Design sha_msg_padder, sky130hd; sources not shown.
Fig. 1: run 1, routed metal, one color a layer
Only two layers are drawn.
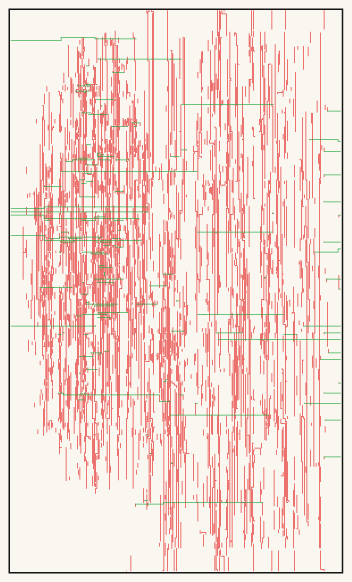
legend:
  M2:
    color: red
    wire_length: 15,900 um
  M3:
    color: green
    wire_length: 1,190 um
post-DR wirelength/cell: 22.90 um
final WL: 29,220 um
GRT Total Usage: 19.29%
via count: 7,711

Fig. 2: run 1, the metal 1 layer
Supply wires on this layer in gray.
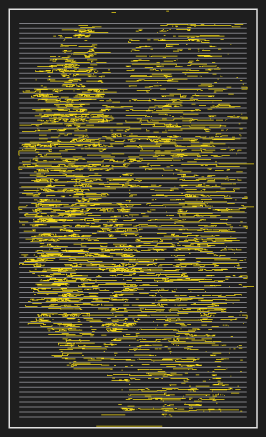
wire length on this layer: 10,600 um
share of all routed wire: 36%
GRT met1 Usage: 21.09%

Fig. 3: run 1, the clock network
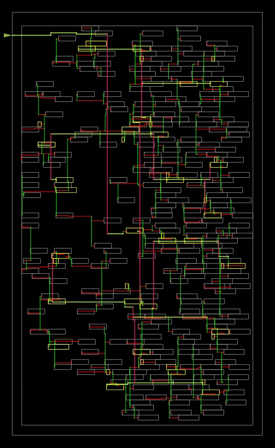
Layout Skew: 15.15 ps
CLK BUF: 36
TritonCTS Buffers: 25
sequential cells: 266

==> results.cfg, run 1 <==
; generated from flow reports
[logic_synthesis]
ys_chip_area_sq_um = 12180
edf_count = 148
ys_cells = 939
synth.distinct_cells = 55
synthFlopType = edfxtp_1
synth_seq_share_pct = 60.74
netlist.area_leader.share_pct = 36.49
yosysWarnings = 0
ys_top_cells_by_area = edfxtp_1, dfrtp_1, mux4_2, nand2_1, and2_1
synth_nets = 967
syn_avg_cell_area_sq_um = 12.97
yosys.area.top_type = edfxtp_1
ys_ff = 266
async_flop_share_pct = 44.36
netlist_instances = 939
synthesis.area_sq_um = 12180

[pwr]
p_leak_nw = 5.039
power.share.sequential_pct = 45.8
p_switching_w = 0.001437
total_power_w = 0.004453
clkPwrFrac_pct = 26.9
internal_power_w = 0.003016
power_density_nw_per_um2 = 333.5
ir_drop_mv = 0.1882
swShare_pct = 32.26
pwr-share-comb_pct = 27.3

[routing]
vias_per_cell = 6.043
drt-initial-drc-count = 457
final_antenna_net_count = 0
drc = 0
drt-pass1-iter-count = 4

[cts]
cts_buffer_depth = 3
post_cts_buffers = 0
cts_root_buffer = clkbuf_16
htreeDepth = 1
insertion_delay_ps = 520
ctsHoldBuffers = 0
cts.sinks = 266
post_cts_resized = 0
clk_pin_slew_ps = 60
cts_tree = built

[sta]
period_used_pct = 46.31
maxSlewHeadroom_pct = 32.90
fmaxAchievable_mhz = 273.3
fin_tns_setup_ps = 0
worst_hold_slack_ps = 274.3
slew_viol_final = 0
hold_viol = 0
rsz0062_at_grt = no
fin_crit_ps = 3659
setup_viol = 0
worst_slew_pin_slew_ps = 999.8

[worst_setup_path]
rr_worst_depth = 7
critical_path.max_fanout = 41
cp.depth = 3
cp-end-kind = output port
worst-endpoint-arrival_ps = 2870
r2r_slack_ps = 4300
criticalPathCategory = reg -> out
path_buffers = 0
max_stage_delay_ps = 770
cpMaxStageDelayCell = nand3_2
path_delay_family = simple AND/OR/NAND/NOR gates
crit_chain = xnor2_1 > nand3_2 > and2_1
required_ps = 7110
critPathLaunchType = flop

[final_layout]
layout_top_cells = edfxtp_1, nand2_1, dfrtp_1, mux4_2, and2_1
area.combinational_sq_um = 4579
fillers = 2321
layout_top_cell = edfxtp_1
stdcell_count = 1276
fin_nets = 962
n_antenna_cell = 0
drive_gt1_share_pct = 12.92
largest_register_ffs = 148
syn_to_final_growth_pct = 9.616
seqCellArea_sq_um = 7400
finish.utilization_pct = 50.02

[floorplanning]
dieHeight_um = 227.6
initCoreUtil_pct = 45.64
ios = 54
core_region_area_sq_um = 26690
dieArea_sq_um = 30580
rows = 79
die_w_um = 134.4

[placement]
gp_congestion = 0.9288
dp.cells = 1231
hpwl_um = 19560
portBuffers = 0

[global_route]
grt_pass1_vias = 7849
grt_max_degree = 61
antenna_found_initial = 0
grt-ovfl-total = 0
grt_pass1_wl_um = 45860

[job]
drv_cap = 0
tool_warnings = 34

[min_path]
hold_class = in -> async

[run_status]
outcome = finished clean
-- run 1: cell families (layout without fill, tap and decap cells) --
logic type | Yosys count | after routing | synth area share, %
simple gates | 366 | 366 | 15.78
buf+inv | 64 | 77 | 2.044
xor+xnor | 35 | 35 | 2.517
other cells | 1 | 1 | 0.03079
mux | 66 | 66 | 10.53
compound gates | 126 | 126 | 6.822
flops | 266 | 266 | 60.74
fa+ha+maj | 15 | 15 | 1.541
-- run 1: metal layers --
layer	vias up	track usage (%)	wire length (um)
li1	3537	-	-
met1	3916	21.09	10580
met2	178	36.14	15940
met3	80	2.819	1186
met4	0	9.796	1506
met5	-	0	0
-- run 1: synth_stat cells, drive strengths merged, types with 20 or more instances --
library cell / n
a21oi: 32
and2: 39
clkbuf: 32
dfrtp: 118
edfxtp: 148
inv: 20
mux4: 49
nand2: 125
nand3: 35
nand4: 31
nor2: 41
nor4: 27
o21ai: 34
xor2: 22
-- run 1: per-stage QoR --
stage	area (sq um)	setup slack [ps]
final	13350	4241
after detailed placement	12550	4372
after global routing	13350	3808
after CTS	13350	4105
after global placement	12550	4464
after floorplan	12180	3981
-- run 1: power by group through the flow --
stage	registers, W	clock network [W]	logic, W
global placement	0.00206	0	0.00125
global route	0.00208	0.00128	0.00137
CTS	0.00204	0.00123	0.00126
finish	0.00204	0.00120	0.00122
detailed placement	0.00207	0	0.00126
floorplan	0.00195	0	0.00101
-- run 1: final cells by class --
cell class	instances	area share, %
Multi-Input combinational cell	609	34.30
Timing Repair Buffer	12	0.6748
Clock buffer	36	5.070
Clock inverter	9	0.9091
Inverter	20	0.5811
Sequential cell	266	55.43
Tap cell	324	3.037
Fig. 4: run 1, the metal 4 layer
Supply wires on this layer in gray.
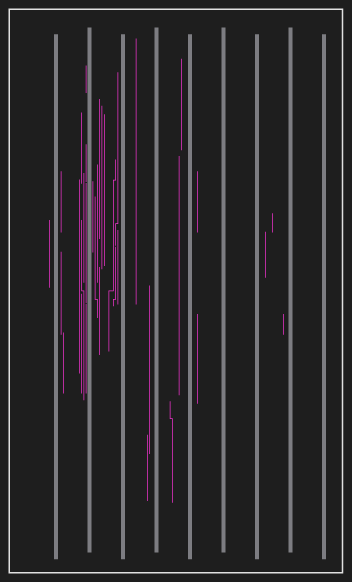

==> inputs of run 2 (changes only) <==
- clock period: 7.9 -> 3.7 ns (I/O delays scaled with it)
Fig. 5: run 2, the metal 4 layer
Supply wires on this layer in gray.
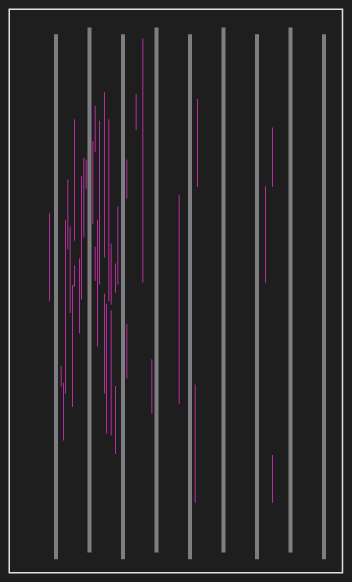
share of all routed wire: 4.7%
wire length on this layer: 1,410 um
nets with wire on the layer: 28
main direction: vertical
longest straight run: 98.6 um
via count: 7,743
final WL: 29,820 um

Fig. 6: run 2, zoomed window
The bar under the picture is 10 um long. Region (52, 99) to (82, 129) um. Cells in gray, sequential cells in the stronger gray; small squares are vias.
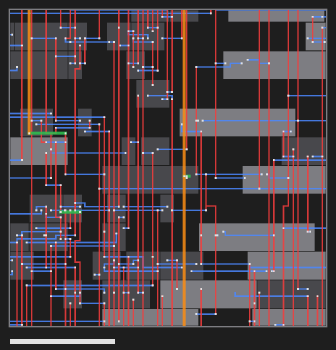
legend:
  M4:
    color: orange
  M3:
    color: green
  M1:
    color: blue
  M2:
    color: red
cells with their middle in the window: 36
most frequent: edfxtp_1 (6)
sequential cells in the window: 9

==> run 2 against run 1 <==
  * Sequential power grew 110%
  * Combinational power grew 130%
  * Utilization grew 0.64 points
  * Synthesized cell count is the same
  * Critical endpoint is now bit_len[53]
  * Register-to-register slack lost 3500 ps
  * Non-clock buffer count grew 16
==> results.cfg, run 2 <==
; generated from flow reports
[placement]
hpwl_um = 20400
portBuffers = 0
place_ws_ps = 820.5
dp.cells = 1246
gp_congestion = 0.9636

[cts]
post_cts_resized = 0
cts_buffer_depth = 3
cts_tree = built
post_cts_buffers = 0
ctsHoldBuffers = 1
clk_pin_slew_ps = 70
cts_root_buffer = clkbuf_16
htreeDepth = 1
numCtsBuffers = 25

[min_path]
hold_class = in -> reg
worstHoldPathCells = 2

[pwr]
power_density_nw_per_um2 = 712.5
ir_drop_mv = 0.4105
clkPwrFrac_pct = 26.6
internal_power_w = 0.006490
pwr-share-comb_pct = 29.2
swShare_pct = 32.64
power.share.sequential_pct = 44.2
p_leak_nw = 5.118
p_switching_w = 0.003145

[worst_setup_path]
max_stage_delay_ps = 790
cp.depth = 5
worst-endpoint-arrival_ps = 3360
criticalPathCategory = reg -> reg
critical_path.max_fanout = 15
path_buffers = 0
cpMaxStageDelayCell = nand3_1
path_delay_family = simple AND/OR/NAND/NOR gates
cp-end-kind = flop
critPathLaunchType = flop
required_ps = 4120
crit_chain = xnor2_1 > nand4_1 > nand3_1 > o311ai_0 > o41ai_1
r2r_slack_ps = 760
rr_worst_depth = 5

[final_layout]
stdcell_count = 1292
fin_nets = 978
layout_top_cells = edfxtp_1, nand2_1, dfrtp_1, mux4_2, and2_1
seqCellArea_sq_um = 7400
layout_top_cell = edfxtp_1
drive_gt1_share_pct = 14.46
fillers = 2372
n_antenna_cell = 0
largest_register_ffs = 148
syn_to_final_growth_pct = 11.02
area.combinational_sq_um = 4579

[routing]
vias_per_cell = 5.993
wl_per_cell_um = 23.08
drc = 0
drt-pass1-iter-count = 4
drt-initial-drc-count = 453
final_antenna_net_count = 0

[floorplanning]
dieHeight_um = 227.6
initCoreUtil_pct = 45.64
die_w_um = 134.4
rows = 79
dieArea_sq_um = 30580
core_region_area_sq_um = 26690
ios = 54

[logic_synthesis]
yosysWarnings = 0
ys_ff = 266
async_flop_share_pct = 44.36
syn_avg_cell_area_sq_um = 12.97
top_cells_by_count = edfxtp_1, nand2_1, dfrtp_1, mux4_2, nor2_1
netlist.area_leader.share_pct = 36.49
yosys.area.top_type = edfxtp_1
synthesis.area_sq_um = 12180
ys_top_cells_by_area = edfxtp_1, dfrtp_1, mux4_2, nand2_1, and2_1
synth.distinct_cells = 55
synth_seq_share_pct = 60.74
edf_count = 148
synth_nets = 967
synthFlopType = edfxtp_1
netlist_instances = 939
top_cell = edfxtp_1
ys_cells = 939
ys_chip_area_sq_um = 12180

[global_route]
grt_pass1_wl_um = 47580
grt-ovfl-total = 0
antenna_found_initial = 0
grt_pass1_vias = 8179
grt_max_degree = 61
grt.total_usage_pct = 20.02

[job]
drv_cap = 0
tool_warnings = 34

[sta]
period_used_pct = 79.41
layout_setup_ws_ps = 762.0
worst_hold_slack_ps = 14.43
fin_tns_setup_ps = 0
worst_slew_pin_slew_ps = 869.3
maxSlewHeadroom_pct = 41.91
slew_viol_final = 0
rsz0062_at_grt = no
fin_crit_ps = 2938
fmaxAchievable_mhz = 340.4
setup_viol = 0
hold_viol = 0

[run_status]
outcome = finished clean
Fig. 7: run 2, the clock network
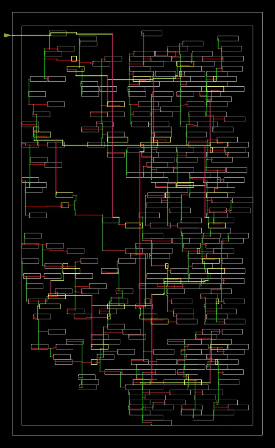
Layout Skew: 20.17 ps
clk latency late pin: 530 ps
Sink Count: 266

==> run 2: power groups by stage <==
stage	combinational (W)	clock (W)	sequential (W)
floorplan	0.00216	0	0.00416
global placement	0.00287	0	0.00430
detailed placement	0.00290	0	0.00433
CTS	0.00291	0.00264	0.00427
global route	0.00314	0.00275	0.00433
finish	0.00281	0.00256	0.00426
==> run 2: per-layer routing <==
layer | vias up | share of wire [%] | track usage [%]
li1 | 3580 | - | -
met3 | 83 | 4.2 | 2.819
met1 | 3892 | 35 | 20.99
met4 | 0 | 4.7 | 9.599
met5 | - | 0 | 0
met2 | 188 | 56 | 38.85
==> run 2: stage by stage <==
| stage | util, % | cell area, sq um | power [W] |
|---|---|---|---|
| after floorplan | - | 12180 | 0.006320 |
| after global placement | 47.59 | 12700 | 0.007176 |
| after detailed placement | 47.59 | 12700 | 0.007233 |
| after CTS | 50.67 | 13520 | 0.009825 |
| after global routing | 50.67 | 13520 | 0.01022 |
| final | 50.67 | 13520 | 0.009635 |
==> run 2: cell families (layout without fill, tap and decap cells) <==
logic type      Yosys count  after routing  synth area share, %
xor+xnor                 35             35                2.517
flops                   266            266                60.74
simple gates            366            366                15.78
compound gates          126            126                6.822
mux                      66             66                10.53
other cells               1              1              0.03079
fa+ha+maj                15             15                1.541
buf+inv                  64             93                2.044
==> run 2: worst reg2reg max path, cell delays in order, from the launching register on <==
cell	delay [ps]
dfrtp_1	460
xnor2_1	610
nand4_1	590
nand3_1	790
o311ai_0	280
o41ai_1	110
==> run 2: final cells by class <==
cell class	instances	share of cell area [%]
Sequential cell	266	54.72
Inverter	20	0.5737
Clock inverter	12	1.138
Clock buffer	33	4.849
Multi-Input combinational cell	609	33.87
Tap cell	324	2.998
Timing Repair Buffer	28	1.851
No activity file was given, so power comes from the tool's default toggle rates.
